--- config.mk ---
export PLATFORM = sky130hd
export DESIGN_NAME = alu_exec_sequencer
export DESIGN_NICKNAME = d
export VERILOG_FILES = /design/src/rtl/alu_ctrl_pkg.sv /design/src/rtl/alu_instr_fields.sv /design/src/rtl/alu_exec_sequencer.sv
export SDC_FILE = /design/constraint.sdc
export NUM_CORES = 1
export LEC_CHECK = 0
export ABC_CLOCK_PERIOD_IN_PS = 4600
export CAP_MARGIN = 20
export CORE_ASPECT_RATIO = 0.8
export CORE_MARGIN = 1.5
export CORE_UTILIZATION = 41
export CTS_CLUSTER_SIZE = 40
export DETAILED_ROUTE_END_ITERATION = 10
export HOLD_SLACK_MARGIN = 0.05
export MAX_ROUTING_LAYER = met4
export PLACE_DENSITY_LB_ADDON = 0.12
export SLEW_MARGIN = 20
export SYNTH_ARGS = -nofsm -noshare
export SYNTH_HDL_FRONTEND = slang
export SYNTH_SLANG_ARGS = --single-unit
--- constraint.sdc ---
create_clock -name i_clk -period 4.6 [get_ports i_clk]
set_input_delay 1.15 -clock i_clk [delete_from_list [all_inputs] [get_ports i_clk]]
set_output_delay 1.15 -clock i_clk [all_outputs]
set_load 0.02 [all_outputs]
--- src/rtl/alu_ctrl_pkg.sv ---
// Shared definitions for the ALU execute sequencer: opcodes, instruction field positions,
// sequencer states and the legal-opcode check.
package alu_ctrl_pkg;

  localparam int unsigned FLD_W = 6;
  localparam int unsigned IMM_W = 16;

  // Instruction field positions (LSB of each field)
  localparam int unsigned OPC_LSB   = 26;
  localparam int unsigned RDST1_LSB = 20;
  localparam int unsigned RSRC1_LSB = 14;
  localparam int unsigned RSRC2_LSB = 8;
  localparam int unsigned RDST2_LSB = 2;
  localparam int unsigned IMM_LSB   = 0;

  localparam logic [5:0] OP_MOVI  = 6'b000000;
  localparam logic [5:0] OP_MOVR  = 6'b000001;
  localparam logic [5:0] OP_LOAD  = 6'b000010;
  localparam logic [5:0] OP_STORE = 6'b000011;
  localparam logic [5:0] OP_ADD   = 6'b000100;
  localparam logic [5:0] OP_SUB   = 6'b000101;
  localparam logic [5:0] OP_NEG   = 6'b000110;
  localparam logic [5:0] OP_MUL   = 6'b000111;
  localparam logic [5:0] OP_DIV   = 6'b001000;
  localparam logic [5:0] OP_OR    = 6'b001001;
  localparam logic [5:0] OP_XOR   = 6'b001010;
  localparam logic [5:0] OP_NAND  = 6'b001011;
  localparam logic [5:0] OP_NOR   = 6'b001100;
  localparam logic [5:0] OP_XNOR  = 6'b001101;
  localparam logic [5:0] OP_NOT   = 6'b001110;
  localparam logic [5:0] OP_LLSH  = 6'b001111;
  localparam logic [5:0] OP_LRSH  = 6'b010000;

  typedef enum logic [2:0] {
    StIdle,
    StRead,
    StExec,
    StWait,
    StWb1,
    StWb2,
    StErr
  } state_e;

  // LOAD/STORE live elsewhere, so they count as illegal here.
  function automatic logic is_legal_op(input logic [5:0] op);
    return (op == OP_MOVI) || (op == OP_MOVR) || ((op >= OP_ADD) && (op <= OP_LRSH));
  endfunction

endpackage

--- src/rtl/alu_instr_fields.sv ---
// Combinational split of a 32-bit instruction word into its fields plus decode flags.
//   i_instr      : raw instruction word
//   o_opcode     : [31:26]        o_rdst1 : [25:20]     o_rsrc1 : [19:14]
//   o_rsrc2      : [13:8]         o_rdst2 : [7:2]       o_imm   : [15:0]
//   o_is_movi/o_is_movr/o_is_mul : opcode class flags
//   o_is_legal   : opcode is handled by the sequencer
module alu_instr_fields
  import alu_ctrl_pkg::*;
(
  input  logic [31:0]      i_instr,
  output logic [FLD_W-1:0] o_opcode,
  output logic [FLD_W-1:0] o_rdst1,
  output logic [FLD_W-1:0] o_rdst2,
  output logic [FLD_W-1:0] o_rsrc1,
  output logic [FLD_W-1:0] o_rsrc2,
  output logic [IMM_W-1:0] o_imm,
  output logic             o_is_movi,
  output logic             o_is_movr,
  output logic             o_is_mul,
  output logic             o_is_legal
);

  assign o_opcode   = i_instr[OPC_LSB +: FLD_W];
  assign o_rdst1    = i_instr[RDST1_LSB +: FLD_W];
  assign o_rdst2    = i_instr[RDST2_LSB +: FLD_W];
  assign o_rsrc1    = i_instr[RSRC1_LSB +: FLD_W];
  assign o_rsrc2    = i_instr[RSRC2_LSB +: FLD_W];
  assign o_imm      = i_instr[IMM_LSB +: IMM_W];
  assign o_is_movi  = (o_opcode == OP_MOVI);
  assign o_is_movr  = (o_opcode == OP_MOVR);
  assign o_is_mul   = (o_opcode == OP_MUL);
  assign o_is_legal = is_legal_op(o_opcode);

endmodule

--- src/rtl/alu_exec_sequencer.sv ---
// Multi-cycle execute controller: accepts one instruction, reads operands from the register
// file, launches the ALU, waits for completion (with timeout) and writes back one result word
// (two for MUL). All outputs are registered.
//   i_clk, i_reset            : clock, asynchronous active-high reset
//   i_instr_valid/o_instr_ready, i_instr : instruction handshake (accepted in idle only)
//   o_rf_raddr1/2, i_rf_rdata1/2         : register-file read ports (combinational data)
//   o_alu_start/op/a/b, i_alu_done, i_alu_result : ALU launch and completion
//   o_rf_we/waddr/wdata                  : register-file write port
//   o_busy, o_done, o_err_illegal, o_err_timeout : status and one-cycle event pulses
module alu_exec_sequencer
  import alu_ctrl_pkg::*;
#(
  parameter int unsigned TIMEOUT_CYCLES = 64,
  parameter int unsigned REG_AW         = 6,
  parameter int unsigned DW             = 16
) (
  input  logic              i_clk,
  input  logic              i_reset,
  input  logic              i_instr_valid,
  output logic              o_instr_ready,
  input  logic [31:0]       i_instr,
  output logic [REG_AW-1:0] o_rf_raddr1,
  output logic [REG_AW-1:0] o_rf_raddr2,
  input  logic [DW-1:0]     i_rf_rdata1,
  input  logic [DW-1:0]     i_rf_rdata2,
  output logic              o_alu_start,
  output logic [5:0]        o_alu_op,
  output logic [DW-1:0]     o_alu_a,
  output logic [DW-1:0]     o_alu_b,
  input  logic              i_alu_done,
  input  logic [2*DW-1:0]   i_alu_result,
  output logic              o_rf_we,
  output logic [REG_AW-1:0] o_rf_waddr,
  output logic [DW-1:0]     o_rf_wdata,
  output logic              o_busy,
  output logic              o_done,
  output logic              o_err_illegal,
  output logic              o_err_timeout
);

  localparam int unsigned CntW = (TIMEOUT_CYCLES > 1) ? $clog2(TIMEOUT_CYCLES) : 1;
  // The WAIT cycle holding CntLast is the abort cycle; its pulses are set one edge earlier.
  localparam logic [CntW-1:0] CntLast = CntW'(TIMEOUT_CYCLES - 1);
  localparam logic [CntW-1:0] CntPre  = CntW'(TIMEOUT_CYCLES - 2);

  logic [FLD_W-1:0] w_opcode, w_rdst1, w_rdst2, w_rsrc1, w_rsrc2;
  logic [IMM_W-1:0] w_imm;
  logic             w_is_movi, w_is_movr, w_is_mul, w_is_legal;

  alu_instr_fields u_fields (
    .i_instr    (i_instr),
    .o_opcode   (w_opcode),
    .o_rdst1    (w_rdst1),
    .o_rdst2    (w_rdst2),
    .o_rsrc1    (w_rsrc1),
    .o_rsrc2    (w_rsrc2),
    .o_imm      (w_imm),
    .o_is_movi  (w_is_movi),
    .o_is_movr  (w_is_movr),
    .o_is_mul   (w_is_mul),
    .o_is_legal (w_is_legal)
  );

  state_e            r_state;
  logic [5:0]        r_op;
  logic [REG_AW-1:0] r_rdst1, r_rdst2;
  logic              r_is_mul, r_is_movr;
  logic [2*DW-1:0]   r_result;
  logic [CntW-1:0]   r_cnt;

  always_ff @(posedge i_clk or posedge i_reset) begin
    if (i_reset) begin
      r_state       <= StIdle;
      r_op          <= '0;
      r_rdst1       <= '0;
      r_rdst2       <= '0;
      r_is_mul      <= 1'b0;
      r_is_movr     <= 1'b0;
      r_result      <= '0;
      r_cnt         <= '0;
      o_instr_ready <= 1'b1;
      o_rf_raddr1   <= '0;
      o_rf_raddr2   <= '0;
      o_alu_start   <= 1'b0;
      o_alu_op      <= '0;
      o_alu_a       <= '0;
      o_alu_b       <= '0;
      o_rf_we       <= 1'b0;
      o_rf_waddr    <= '0;
      o_rf_wdata    <= '0;
      o_busy        <= 1'b0;
      o_done        <= 1'b0;
      o_err_illegal <= 1'b0;
      o_err_timeout <= 1'b0;
    end else begin
      // Pulses and write port default to idle each cycle; states below re-assert them.
      o_alu_start   <= 1'b0;
      o_rf_we       <= 1'b0;
      o_rf_waddr    <= '0;
      o_rf_wdata    <= '0;
      o_done        <= 1'b0;
      o_err_illegal <= 1'b0;
      o_err_timeout <= 1'b0;

      unique case (r_state)
        StIdle: begin
          if (i_instr_valid) begin
            o_instr_ready <= 1'b0;
            o_busy        <= 1'b1;
            r_op          <= w_opcode;
            r_rdst1       <= REG_AW'(w_rdst1);
            r_rdst2       <= REG_AW'(w_rdst2);
            r_is_mul      <= w_is_mul;
            r_is_movr     <= w_is_movr;
            o_rf_raddr1   <= REG_AW'(w_rsrc1);
            o_rf_raddr2   <= REG_AW'(w_rsrc2);
            if (!w_is_legal) begin
              o_err_illegal <= 1'b1;
              o_done        <= 1'b1;
              r_state       <= StErr;
            end else if (w_is_movi) begin
              r_result   <= (2*DW)'(w_imm);
              o_rf_we    <= 1'b1;
              o_rf_waddr <= REG_AW'(w_rdst1);
              o_rf_wdata <= DW'(w_imm);
              o_done     <= 1'b1;
              r_state    <= StWb1;
            end else begin
              r_state <= StRead;
            end
          end
        end

        StRead: begin
          if (r_is_movr) begin
            r_result   <= (2*DW)'(i_rf_rdata1);
            o_rf_we    <= 1'b1;
            o_rf_waddr <= r_rdst1;
            o_rf_wdata <= i_rf_rdata1;
            o_done     <= 1'b1;
            r_state    <= StWb1;
          end else begin
            o_alu_op    <= r_op;
            o_alu_a     <= i_rf_rdata1;
            o_alu_b     <= i_rf_rdata2;
            o_alu_start <= 1'b1;
            r_state     <= StExec;
          end
        end

        StExec: begin
          r_cnt   <= '0;
          r_state <= StWait;
          // Degenerate single-cycle timeout: the first WAIT cycle is already the abort cycle.
          if (CntLast == '0) begin
            o_err_timeout <= 1'b1;
            o_done        <= 1'b1;
          end
        end

        StWait: begin
          if (r_cnt == CntLast) begin
            o_instr_ready <= 1'b1;
            o_busy        <= 1'b0;
            r_state       <= StIdle;
          end else if (i_alu_done) begin
            r_result   <= i_alu_result;
            o_rf_we    <= 1'b1;
            o_rf_waddr <= r_rdst1;
            o_rf_wdata <= i_alu_result[DW-1:0];
            o_done     <= !r_is_mul;
            r_state    <= StWb1;
          end else begin
            r_cnt <= r_cnt + CntW'(1);
            if (r_cnt == CntPre) begin
              o_err_timeout <= 1'b1;
              o_done        <= 1'b1;
            end
          end
        end

        StWb1: begin
          if (r_is_mul) begin
            o_rf_we    <= 1'b1;
            o_rf_waddr <= r_rdst2;
            o_rf_wdata <= r_result[2*DW-1:DW];
            o_done     <= 1'b1;
            r_state    <= StWb2;
          end else begin
            o_instr_ready <= 1'b1;
            o_busy        <= 1'b0;
            r_state       <= StIdle;
          end
        end

        StWb2, StErr: begin
          o_instr_ready <= 1'b1;
          o_busy        <= 1'b0;
          r_state       <= StIdle;
        end

        default: begin
          o_instr_ready <= 1'b1;
          o_busy        <= 1'b0;
          r_state       <= StIdle;
        end
      endcase
    end
  end

endmodule

==> results.sh, run 1 <==
# flow metrics
export IMPL_hpwlAfterDp_um=10200
export IMPL_top_cells_by_count="dfrtp_1 (123), nand2_1 (122), mux2_2 (38), a22o_1 (18), o211ai_1 (15)"
export IMPL_grt_first_pass_wirelength_um=23300
export IMPL_final_hold_viol_count=0
export IMPL_die_y_um=104
export IMPL_netlist_top_cell_by_instances="dfrtp_1"
export IMPL_timing_critical_path_buf_inv=1
export IMPL_dp_slack_ns=1.11
export IMPL_gp_congestion=0.857
export IMPL_antenna_diode_count=0
export IMPL_cts_hold_buffers_added=0
export IMPL_cp_data_required_time_ns=4.90
export IMPL_fin_nets=739
export IMPL_numSynthFlops=124
export IMPL_postRouteAntennaNets=0
export IMPL_clk_pin_slew_worst_paths_ns=0.05
export IMPL_post_synth_instance_area_mm2=0.00526
export IMPL_fin_total_pwr_mw=4.87
export IMPL_top_level_ports=179
export IMPL_cts_htree_levels=4
export IMPL_ys_types=55
export IMPL_via_count=4323
export IMPL_tool_warnings=27
export IMPL_ctsLongestPathBuffers=2
export IMPL_grt_pass1_vias=4368
export IMPL_final_min_period_over_clock_period=0.656
export IMPL_areaGrowthSynthToFinish_pct=48.5
export IMPL_holdWs_ns=0.470
export IMPL_power_density_mw_per_mm2=624
export IMPL_design_area_mm2=0.00780
export IMPL_first_iter_violations=291
export IMPL_setup_worst_path_start_class="input pin"
export IMPL_worst_slew_pin_slew_ns=0.953
export IMPL_use_met2=0.328
export IMPL_synth_main_ff_cell="dfrtp_1"
export IMPL_cts_setup_buffers=0
export IMPL_timing_critical_path_slowest_cell_delay_ns=0.49
export IMPL_async_flop_share=1.00
export IMPL_sinks_on_clock_net=124
export IMPL_most_common_logic_cells_in_the_final_layout="clkdlybuf4s50_1 (178), dfrtp_1 (123), nand2_1 (122)"
export IMPL_clock_fmax_mhz=331
export IMPL_static_leakage_power_nw=3.37
export IMPL_totalNegativeSetupSlack_ns=0
export IMPL_port_buffers=178
export IMPL_overflow=0
export IMPL_busiest_layer="met2"
export IMPL_run_status="complete, no violations"
export IMPL_slew_margin_rel=0.365
export IMPL_post_route_worst_setup_slack_ns=1.58
export IMPL_grt_max_degree=74
export IMPL_clk_latency_ns=0.41
export IMPL_use_met1=0.314
export IMPL_crit_start="i_instr[28]"
export IMPL_critical_path_cell_chain="clkdlybuf4s50_1 > or3_4 > nor4_4 > o221ai_2 > a22o_1"
export IMPL_synth_area_yosys_mm2=0.00526
export IMPL_seq_area_frac_synth=0.591
export IMPL_avgRoutedWirePerCell_um=18.0
export IMPL_timing_hold_worst_class="flip-flop to flip-flop"
export IMPL_fin_max_slew_vios=0
export IMPL_drc=0
export IMPL_die_x_um=130
export IMPL_initial_antenna_violation_count=0
export IMPL_netlist_top_cell_by_area="dfrtp_1"
export IMPL_path_class="input pin to flip-flop"
export IMPL_cp_max_fo=16
export IMPL_netlist_top_cells_area="dfrtp_1 (59%), nand2_1 (8.7%), mux2_2 (8.1%)"
export IMPL_cp_slowest_cell="nor4_4"
export IMPL_syn_num_nets=565
export IMPL_syn_mean_instance_area_um2=11.4
export IMPL_total_wire_length_um=14700
export IMPL_worst_setup_path_end_kind="flip-flop"
export IMPL_cts_root_buffer="clkbuf_16"
export IMPL_fp_dieArea_mm2=0.0135
export IMPL_edff_count_synth=0
export IMPL_r2r_start="r_state[0]"
export IMPL_placedCellCount=789
export IMPL_post_synth_inst_count=463
export IMPL_ys_cells=463
export IMPL_maxCapViolCount=0
export IMPL_post_cts_resized=0
export IMPL_synthDominantCellAreaShare=0.586
export IMPL_route_detailed_vias_per_inst=5.27
export IMPL_min_from="o_rf_raddr1[5]"
export IMPL_post_route_min_period_ns=3.02
export IMPL_critical_path_arrival_ns=3.32
export IMPL_globalRouteMet3Util=0.0838
export IMPL_cts_buffers_inserted=17
export IMPL_peakVddDrop_v=0.000343
export IMPL_yosysWarnings=0
export IMPL_drt_pre_antenna_iters=5
export IMPL_placeableCoreArea_mm2=0.0123
export IMPL_track_usage=0.235
export IMPL_critical_path_top_delay_family="simple AND/OR/NAND/NOR gates"
export IMPL_timing_final_setup_violations=0
export IMPL_floorplanUtilization=0.426
export IMPL_tritoncts="done"
export IMPL_fillCellCount=998
export IMPL_final_common_cell="clkdlybuf4s50_1"
export IMPL_rsz0062_at_grt="no"
export IMPL_dpl_instance_area_mm2=0.00721
export IMPL_worst_clock_skew_ns=0.00656
export IMPL_drive_above_1_share=0.135
[run 1: flip-flops by register name, summed over array words and instances (netlist names), 3 cells and up]
name and flops:
r_result 16, r_cnt 6, o_rf_raddr2 6, r_op 6
o_alu_op 6, o_alu_a 16, r_rdst2 6, o_alu_b 16
o_rf_raddr1 6, r_rdst1 6, r_state 3, o_rf_waddr 6
o_rf_wdata 16
[run 1: routing by layer]
layer | vias to the layer above | part of all wire
li1 | 2006 | -
met1 | 2110 | 0.45
met2 | 186 | 0.44
met3 | 21 | 0.091
met4 | 0 | 0.017
met5 | - | 0
[run 1: logic make-up after synthesis]
| family | count (synthesis) | synth area share |
|---|---|---|
| and+or+nand+nor | 167 | 0.146 |
| adders and majority gates | 2 | 0.00476 |
| buffers and inverters | 35 | 0.0333 |
| xor gates and xnor gates | 2 | 0.00333 |
| AOI/OAI and AO/OA | 94 | 0.139 |
| muxes | 39 | 0.0833 |
| DFF | 124 | 0.591 |
[run 1: layout make-up]
type | count | area, um^2 | area share
flip-flops and latches | 124 | 3100 | 0.398
multi-input cells | 304 | 2020 | 0.258
repair buffers | 185 | 1860 | 0.238
clock buffers | 25 | 505 | 0.0648
well taps | 171 | 214 | 0.0274
clock inverters | 7 | 85.1 | 0.0109
inverters | 5 | 21.3 | 0.00273
[run 1: final timing paths]
kind,endpoint,slack [ns],cells past startpoint
max reg2reg,o_alu_b[3],2.01,3
min reg2reg,o_rf_raddr1[5],0.47,2
max,r_result[29],1.58,5
min in group asynchronous,o_alu_b[4],1.19,2
max in group asynchronous,o_rf_wdata[7],2.57,3
min,o_rf_raddr1[5],0.47,2
[run 1: power breakdown]
group | switching, mW | leakage (nW) | internal (mW)
sequential | 0.282 | 1.58 | 1.51
combinational | 0.867 | 1.49 | 0.902
clock | 0.454 | 0.297 | 0.864
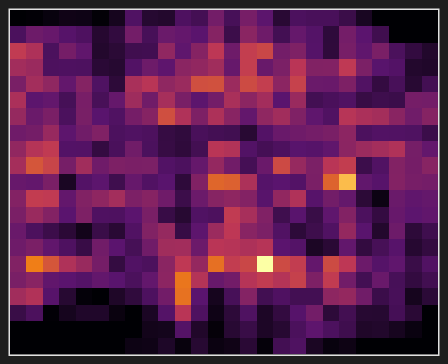
Fig. 1. Wire density map (run 1).
The die is cut into 26 by 21 equal tiles; black is low, pale yellow is high, scaled to the fullest tile. Values are wire area over tile area, all layers added.
- nearly empty tiles: 7.0%
- mean over tiles: 0.18
- densest ninth of the die: north
- fullest tile: 0.68

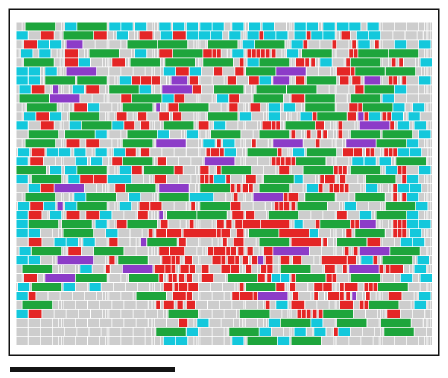
Fig. 2. Placed cells, one color a class (run 1).
Scale bar: 50 um. Fill, decap, tap and diode cells in gray.
- sequential cells: green (cells 124; share of their area 41%)
- remaining buffers and delay cells: cyan (cells 185; share of their area 24%)
- clock drivers and dummy loads: purple (cells 32; share of their area 7.8%)
- remaining logic cells: red (cells 309; share of their area 27%)

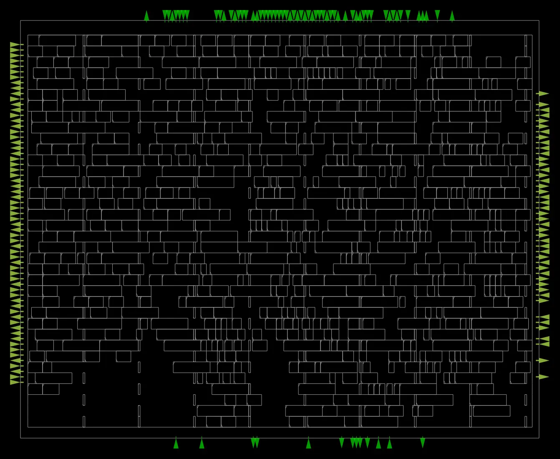
Fig. 3. Placement view (run 1).
final standard cell utilization of the core: 0.632
num rows: 36
non-filler cells in the finished layout: 821
sequential portion of the cell area: 0.398
Tap Count: 171

--- run 2 (diff from run 1) ---
--- a/config.mk
+++ b/config.mk
@@ -5,11 +5,11 @@
 export SDC_FILE = /design/constraint.sdc
 export NUM_CORES = 1
 export LEC_CHECK = 0
-export ABC_CLOCK_PERIOD_IN_PS = 4600
+export ABC_CLOCK_PERIOD_IN_PS = 2900
 export CAP_MARGIN = 20
 export CORE_ASPECT_RATIO = 0.8
 export CORE_MARGIN = 1.5
-export CORE_UTILIZATION = 41
+export CORE_UTILIZATION = 46
 export CTS_CLUSTER_SIZE = 40
 export DETAILED_ROUTE_END_ITERATION = 10
 export HOLD_SLACK_MARGIN = 0.05
==> constraint.sdc (replaced) <==
create_clock -name i_clk -period 2.9 [get_ports i_clk]
set_input_delay 0.725 -clock i_clk [delete_from_list [all_inputs] [get_ports i_clk]]
set_output_delay 0.725 -clock i_clk [all_outputs]
set_load 0.02 [all_outputs]
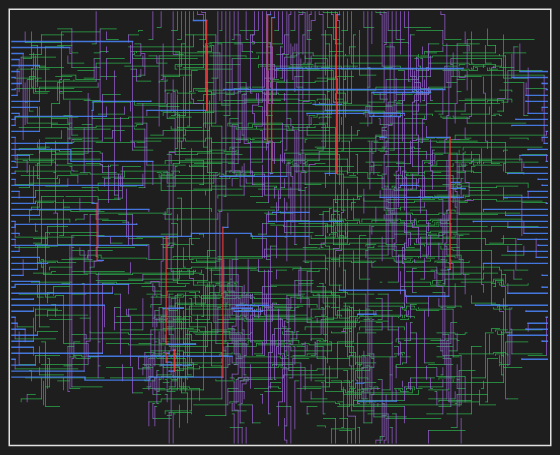
Fig. 4. Wiring by layer (run 2).
- M2: purple (wire length 6370 um)
- M4: red (wire length 229 um)
- M3: blue (wire length 1190 um)
- M1: green (wire length 6500 um)

==> results.sh, run 2 <==
# flow metrics
export IMPL_dpl_instance_area_mm2=0.00724
export IMPL_synth_main_ff_cell="dfrtp_1"
export IMPL_critical_path_cell_chain="clkdlybuf4s50_1"
export IMPL_post_synth_and_or_nand_nor_area_fraction=0.146
export IMPL_syn_num_nets=565
export IMPL_muxShareOfSynthArea=0.0833
export IMPL_grt_pass1_vias=4348
export IMPL_critical_path_arrival_ns=1.55
export IMPL_port_buffers=178
export IMPL_cts_htree_levels=4
export IMPL_cts_hold_buffers_added=0
export IMPL_drive_above_1_share=0.144
export IMPL_cp_slowest_cell="clkdlybuf4s50_1"
export IMPL_postRouteAntennaNets=0
export IMPL_areaGrowthSynthToFinish_pct=48.3
export IMPL_r2r_slack_ns=0.68
export IMPL_post_synth_instance_area_mm2=0.00526
export IMPL_top_logic_kind="simple AND/OR/NAND/NOR gates"
export IMPL_timing_final_setup_violations=0
export IMPL_holdWs_ns=0.471
export IMPL_maxCapViolCount=0
export IMPL_setup_worst_path_start_class="flip-flop"
export IMPL_sinks_on_clock_net=124
export IMPL_reg2regPathDepth=5
export IMPL_hpwlAfterDp_um=9980
export IMPL_grt_max_degree=55
export IMPL_worstHoldEndpoint="r_op[3]"
export IMPL_clk_latency_ns=0.41
export IMPL_synthAdderAreaFrac=0.00476
export IMPL_clock_fmax_mhz=440
export IMPL_worst_setup_path_end_kind="output pin"
export IMPL_die_x_um=123
export IMPL_holdPathStages=2
export IMPL_path_class="flip-flop to output pin"
export IMPL_syn_mean_instance_area_um2=11.4
export IMPL_netlist_top_cell_by_instances="dfrtp_1"
export IMPL_placeableCoreArea_mm2=0.0110
export IMPL_cts_root_buffer="clkbuf_16"
export IMPL_route_detailed_vias_per_inst=5.44
export IMPL_static_leakage_power_nw=3.36
export IMPL_num_rows=34
export IMPL_timing_critical_path_slowest_cell_delay_ns=0.61
export IMPL_cp_data_required_time_ns=2.17
export IMPL_die_y_um=98.6
export IMPL_totalNegativeSetupSlack_ns=0
export IMPL_timing_critical_path_buf_inv=1
export IMPL_post_cts_resized=0
export IMPL_critical_path_top_delay_family="buffers and inverters"
export IMPL_overflow=0
export IMPL_initial_antenna_violation_count=0
export IMPL_final_util=0.708
export IMPL_drt_pre_antenna_iters=4
export IMPL_grt_first_pass_wirelength_um=22700
export IMPL_tool_warnings=27
export IMPL_clk_pin_slew_worst_paths_ns=0.06
export IMPL_final_common_cell="clkdlybuf4s50_1"
export IMPL_run_status="complete, no violations"
export IMPL_antenna_diode_count=0
export IMPL_seq_area_frac_synth=0.591
export IMPL_fillCellCount=794
export IMPL_cts_setup_buffers=0
export IMPL_cp_max_fo=2
export IMPL_floorplanUtilization=0.477
export IMPL_top_cells_by_count="dfrtp_1 (123), nand2_1 (122), mux2_2 (38), a22o_1 (18), o211ai_1 (15)"
export IMPL_yosysWarnings=0
export IMPL_netlist_top_cells_area="dfrtp_1 (59%), nand2_1 (8.7%), mux2_2 (8.1%)"
export IMPL_edff_count_synth=0
export IMPL_post_route_min_period_ns=2.28
export IMPL_min_from="r_op[3]"
export IMPL_design_area_mm2=0.00780
export IMPL_timing_hold_worst_class="flip-flop to flip-flop"
export IMPL_fp_dieArea_mm2=0.0121
export IMPL_fin_nets=743
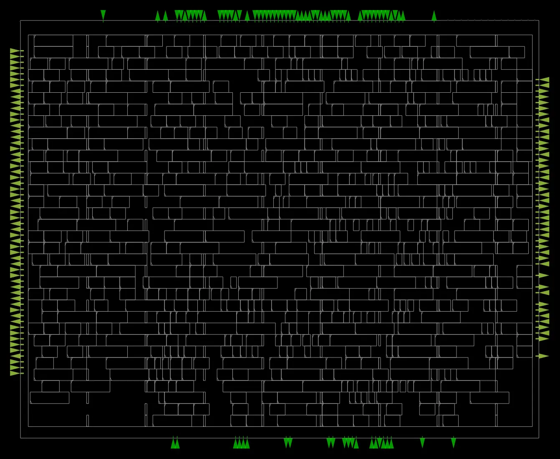
Fig. 5. Placement view (run 2).
non-filler cells in the finished layout: 797
Tap Count: 144

run 2: logic make-up after synthesis:
kind of cell	Yosys count
xor gates and xnor gates	2
muxes	39
adders and majority gates	2
AOI/OAI and AO/OA	94
buffers and inverters	35
DFF	124
and+or+nand+nor	167
run 2: stage by stage:
step                setup slack, ns  cells  power [mW]
detailed placement            0.282    766        5.70
floorplan                     0.651    463        4.38
finish                        0.625    797        7.65
global route                  0.534    797        8.07
CTS                           0.607    797        7.71
global placement              0.327    766        5.61
run 2: cell type report:
class / instances / area (um^2) / share of cell area
timing repair buffer: 189 / 1910 / 0.246
tap: 144 / 180 / 0.0231
inverter: 5 / 22.5 / 0.00289
clock buffer: 18 / 439 / 0.0563
clock inverter: 13 / 121 / 0.0156
sequential: 124 / 3100 / 0.398
multi-input combinational: 304 / 2020 / 0.259
run 2: power breakdown:
part / internal (mW) / switching, mW / total (mW)
Sequential: 2.39 / 0.460 / 2.85
Clock: 1.20 / 0.774 / 1.97
Combinational: 1.45 / 1.38 / 2.83
run 2: per-layer routing:
| metal | track usage | part of all wire |
|---|---|---|
| met1 | 0.354 | 0.45 |
| met4 | 0.0850 | 0.016 |
| met2 | 0.363 | 0.45 |
| met3 | 0.0747 | 0.083 |
| met5 | - | 0 |
run 2: worst max-delay path by stage:
stage / depth (start not counted) / slack [ns] / end / startpoint
final: 1 / 0.62 / o_instr_ready / o_instr_ready
after global routing: 5 / 0.53 / o_rf_waddr[0] / r_state[1]
after CTS: 1 / 0.61 / o_instr_ready / o_instr_ready
after detailed placement: 5 / 0.28 / o_rf_wdata[9] / i_instr[28]
after global placement: 5 / 0.33 / o_rf_wdata[11] / i_instr[28]
after floorplan: 1 / 0.65 / o_alu_a[0] / i_reset
--- run 3 (diff from run 2) ---
--- a/config.mk
+++ b/config.mk
@@ -5,11 +5,11 @@
 export SDC_FILE = /design/constraint.sdc
 export NUM_CORES = 1
 export LEC_CHECK = 0
-export ABC_CLOCK_PERIOD_IN_PS = 2900
+export ABC_CLOCK_PERIOD_IN_PS = 1900
 export CAP_MARGIN = 20
 export CORE_ASPECT_RATIO = 0.8
 export CORE_MARGIN = 1.5
-export CORE_UTILIZATION = 46
+export CORE_UTILIZATION = 41
 export CTS_CLUSTER_SIZE = 40
 export DETAILED_ROUTE_END_ITERATION = 10
 export HOLD_SLACK_MARGIN = 0.05
==> constraint.sdc (replaced) <==
create_clock -name i_clk -period 1.9 [get_ports i_clk]
set_input_delay 0.475 -clock i_clk [delete_from_list [all_inputs] [get_ports i_clk]]
set_output_delay 0.475 -clock i_clk [all_outputs]
set_load 0.02 [all_outputs]
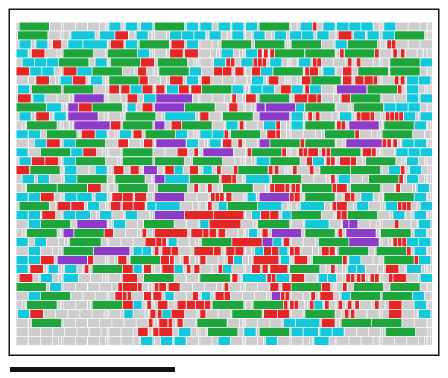
Fig. 6. Placed cells, one color a class (run 3).
Scale bar: 50 um. Fill, decap, tap and diode cells in gray.
- remaining buffers and delay cells: cyan (cells 224; share of their area 28%)
- remaining logic cells: red (cells 309; share of their area 26%)
- sequential cells: green (cells 124; share of their area 38%)
- clock drivers and dummy loads: purple (cells 32; share of their area 7.8%)

==> results.sh, run 3 <==
# flow metrics
export IMPL_run_status="complete, no violations"
export IMPL_cts_root_buffer="clkbuf_16"
export IMPL_sinks_on_clock_net=124
export IMPL_p_sw_frac=0.332
export IMPL_critical_path_top_delay_family="buffers and inverters"
export IMPL_dp_slack_ns=-0.516
export IMPL_die_x_um=130
export IMPL_grt_first_pass_wirelength_um=25000
export IMPL_clk_pin_slew_worst_paths_ns=0.06
export IMPL_maxCapViolCount=0
export IMPL_fin_nets=778
export IMPL_timing_hold_worst_class="input pin to flip-flop"
export IMPL_netlist_top_cell_by_area="dfrtp_1"
export IMPL_postRouteAntennaNets=0
export IMPL_cts_htree_levels=4
export IMPL_yosysWarnings=0
export IMPL_post_cts_resized=4
export IMPL_combPwrFrac=0.386
export IMPL_synthDominantCellAreaShare=0.586
export IMPL_first_iter_violations=292
export IMPL_num_rows=36
export IMPL_via_count=4410
export IMPL_grt_max_degree=39
export IMPL_initial_antenna_violation_count=0
export IMPL_final_util=0.675
export IMPL_drt_pre_antenna_iters=4
export IMPL_synth_main_ff_cell="dfrtp_1"
export IMPL_post_route_worst_setup_slack_ns=0.0466
export IMPL_hpwlAfterDp_um=11400
export IMPL_share_seq_of_total_power=0.338
export IMPL_clk_latency_ns=0.40
export IMPL_fin_max_slew_vios=0
export IMPL_totalNegativeSetupSlack_ns=0
export IMPL_holdWs_ns=0.446
export IMPL_clock_fmax_mhz=540
export IMPL_post_layout_nonfiller_instances=860
export IMPL_internal_power_mw=8.35
export IMPL_layout_area_comb_mm2=0.00205
export IMPL_power_density_mw_per_mm2=1500
export IMPL_antenna_diode_count=0
export IMPL_seq_area_frac_synth=0.591
export IMPL_cts_setup_buffers=0
export IMPL_placeableCoreArea_mm2=0.0123
export IMPL_critical_path_arrival_ns=1.38
export IMPL_port_buffers=178
export IMPL_ys_types=55
export IMPL_worst_setup_path_end_kind="output pin"
export IMPL_worst_slew_pin_slew_ns=0.393
export IMPL_static_leakage_power_nw=3.71
export IMPL_drive_above_1_share=0.197
export IMPL_flip_flop_and_latch_area_mm2=0.00311
export IMPL_cts_buffers_inserted=17
export IMPL_numSynthFlops=124
export IMPL_track_usage=0.252
export IMPL_synth_area_yosys_mm2=0.00526
export IMPL_power_switching_mw=4.15
export IMPL_post_synth_inst_count=463
export IMPL_floorplanUtilization=0.426
export IMPL_cp_slowest_cell="clkdlybuf4s50_1"
export IMPL_most_common_logic_cells_in_the_final_layout="clkdlybuf4s50_1 (167), nand2_1 (122), dfrtp_1 (121)"
export IMPL_fillCellCount=953
export IMPL_final_hold_viol_count=0
export IMPL_timing_final_setup_violations=0
export IMPL_async_flop_share=1.00
export IMPL_final_min_period_over_clock_period=0.975
export IMPL_total_wire_length_um=15600
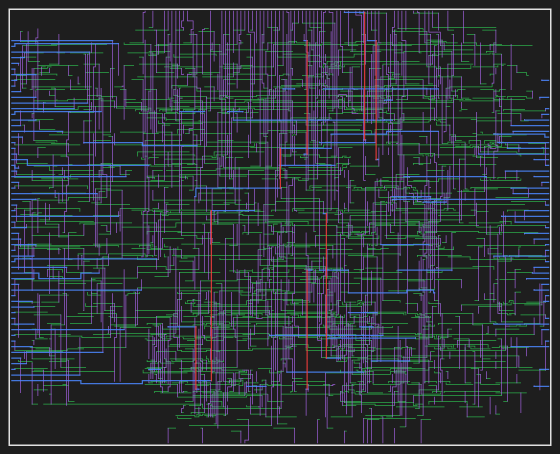
Fig. 7. Wiring by layer (run 3).
- M4: red (wire length 215 um)
- M3: blue (wire length 1230 um)
- M1: green (wire length 6970 um)
- M2: purple (wire length 7180 um)

[run 3: cell families after synthesis]
| kind of cell | synth area share |
|---|---|
| buffers and inverters | 0.0333 |
| AND-OR/OR-AND | 0.139 |
| AND/OR/NAND/NOR | 0.146 |
| adder cells (fa/ha/maj) | 0.00476 |
| flip-flops | 0.591 |
| XOR/XNOR | 0.00333 |
| multiplexers | 0.0833 |
[run 3: final cells by class]
class / instances / share of cell area
timing repair buffer: 224 / 0.276
sequential: 124 / 0.373
inverter: 5 / 0.00270
multi-input combinational: 304 / 0.246
tap: 171 / 0.0257
clock inverter: 15 / 0.0254
clock buffer: 17 / 0.0511
[run 3: power groups by stage]
| stage | sequential (mW) | clock [mW] | combinational (mW) |
|---|---|---|---|
| detailed placement | 4.26 | 0 | 4.79 |
| CTS | 4.23 | 3.51 | 4.82 |
| global placement | 4.21 | 0 | 4.70 |
| floorplan | 4.87 | 0 | 1.82 |
| finish | 4.23 | 3.44 | 4.83 |
| global route | 4.37 | 3.66 | 5.22 |
[run 3: path summary, 6_finish.rpt]
path	slack [ns]	start	endpoint	cells after the start
max	0.05	o_rf_wdata[4]	o_rf_wdata[4]	1
min	0.45	i_instr[29]	r_op[3]	4
max reg2reg	0.09	r_cnt[0]	r_cnt[5]	5
min reg2reg	0.47	r_rdst1[2]	r_rdst1[2]	2
max in group asynchronous	0.95	i_reset	o_rf_raddr1[3]	4
min in group asynchronous	0.49	i_reset	o_alu_a[7]	3
[run 3: routing by layer]
| layer | up-vias | global-route usage | part of all wire |
|---|---|---|---|
| met5 | - | - | 0 |
| met4 | 0 | 0.0810 | 0.014 |
| met3 | 16 | 0.0736 | 0.079 |
| met2 | 177 | 0.364 | 0.46 |
| met1 | 2140 | 0.342 | 0.45 |
| li1 | 2077 | - | - |

==> gallery <==
Met1 routing.
Supply wires on this layer in gray.
panel A
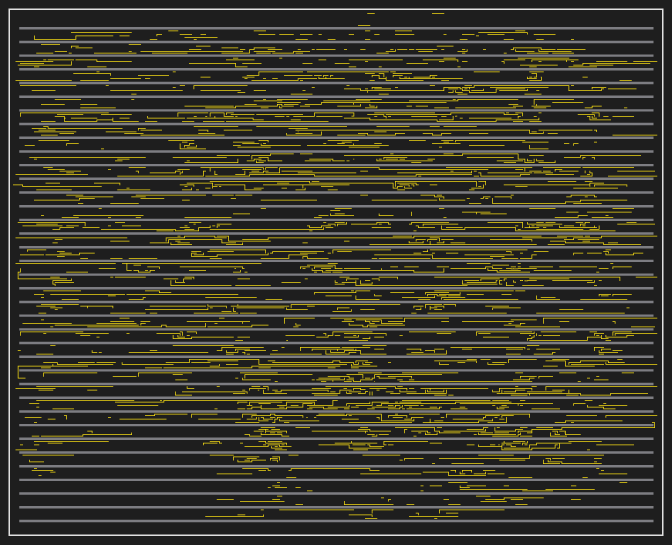
panel B
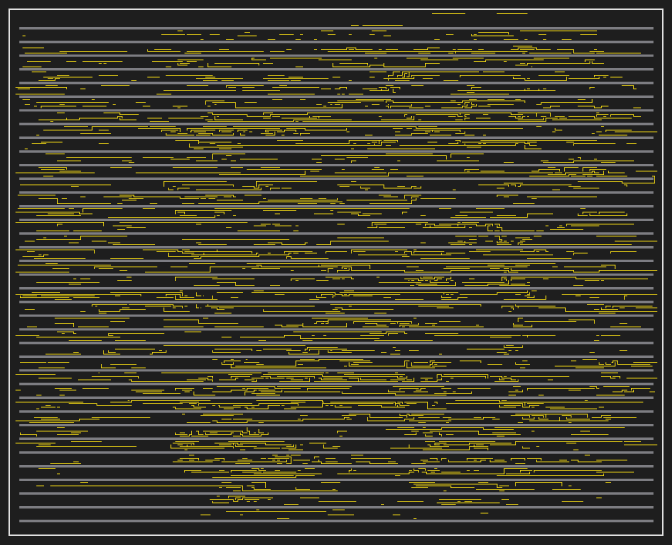
panel C
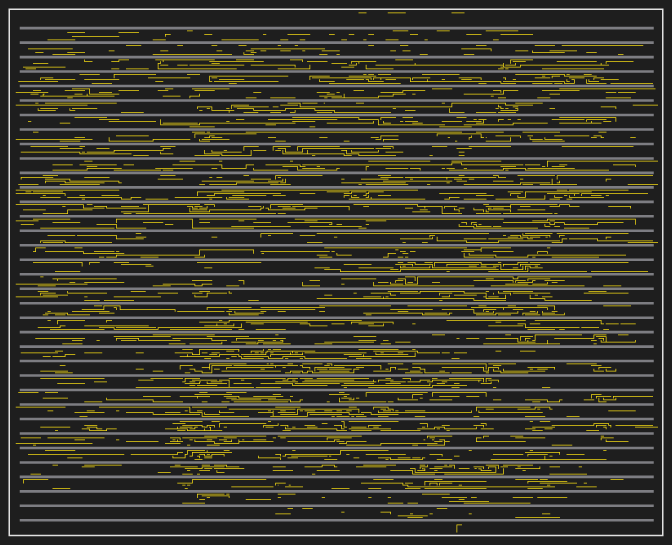
panel C: run 2
panel B: run 3
panel A: run 1

Key to panel A:
- wire length on this layer: 6650 um
- main direction: horizontal

Power and IR drop assume default switching activity.
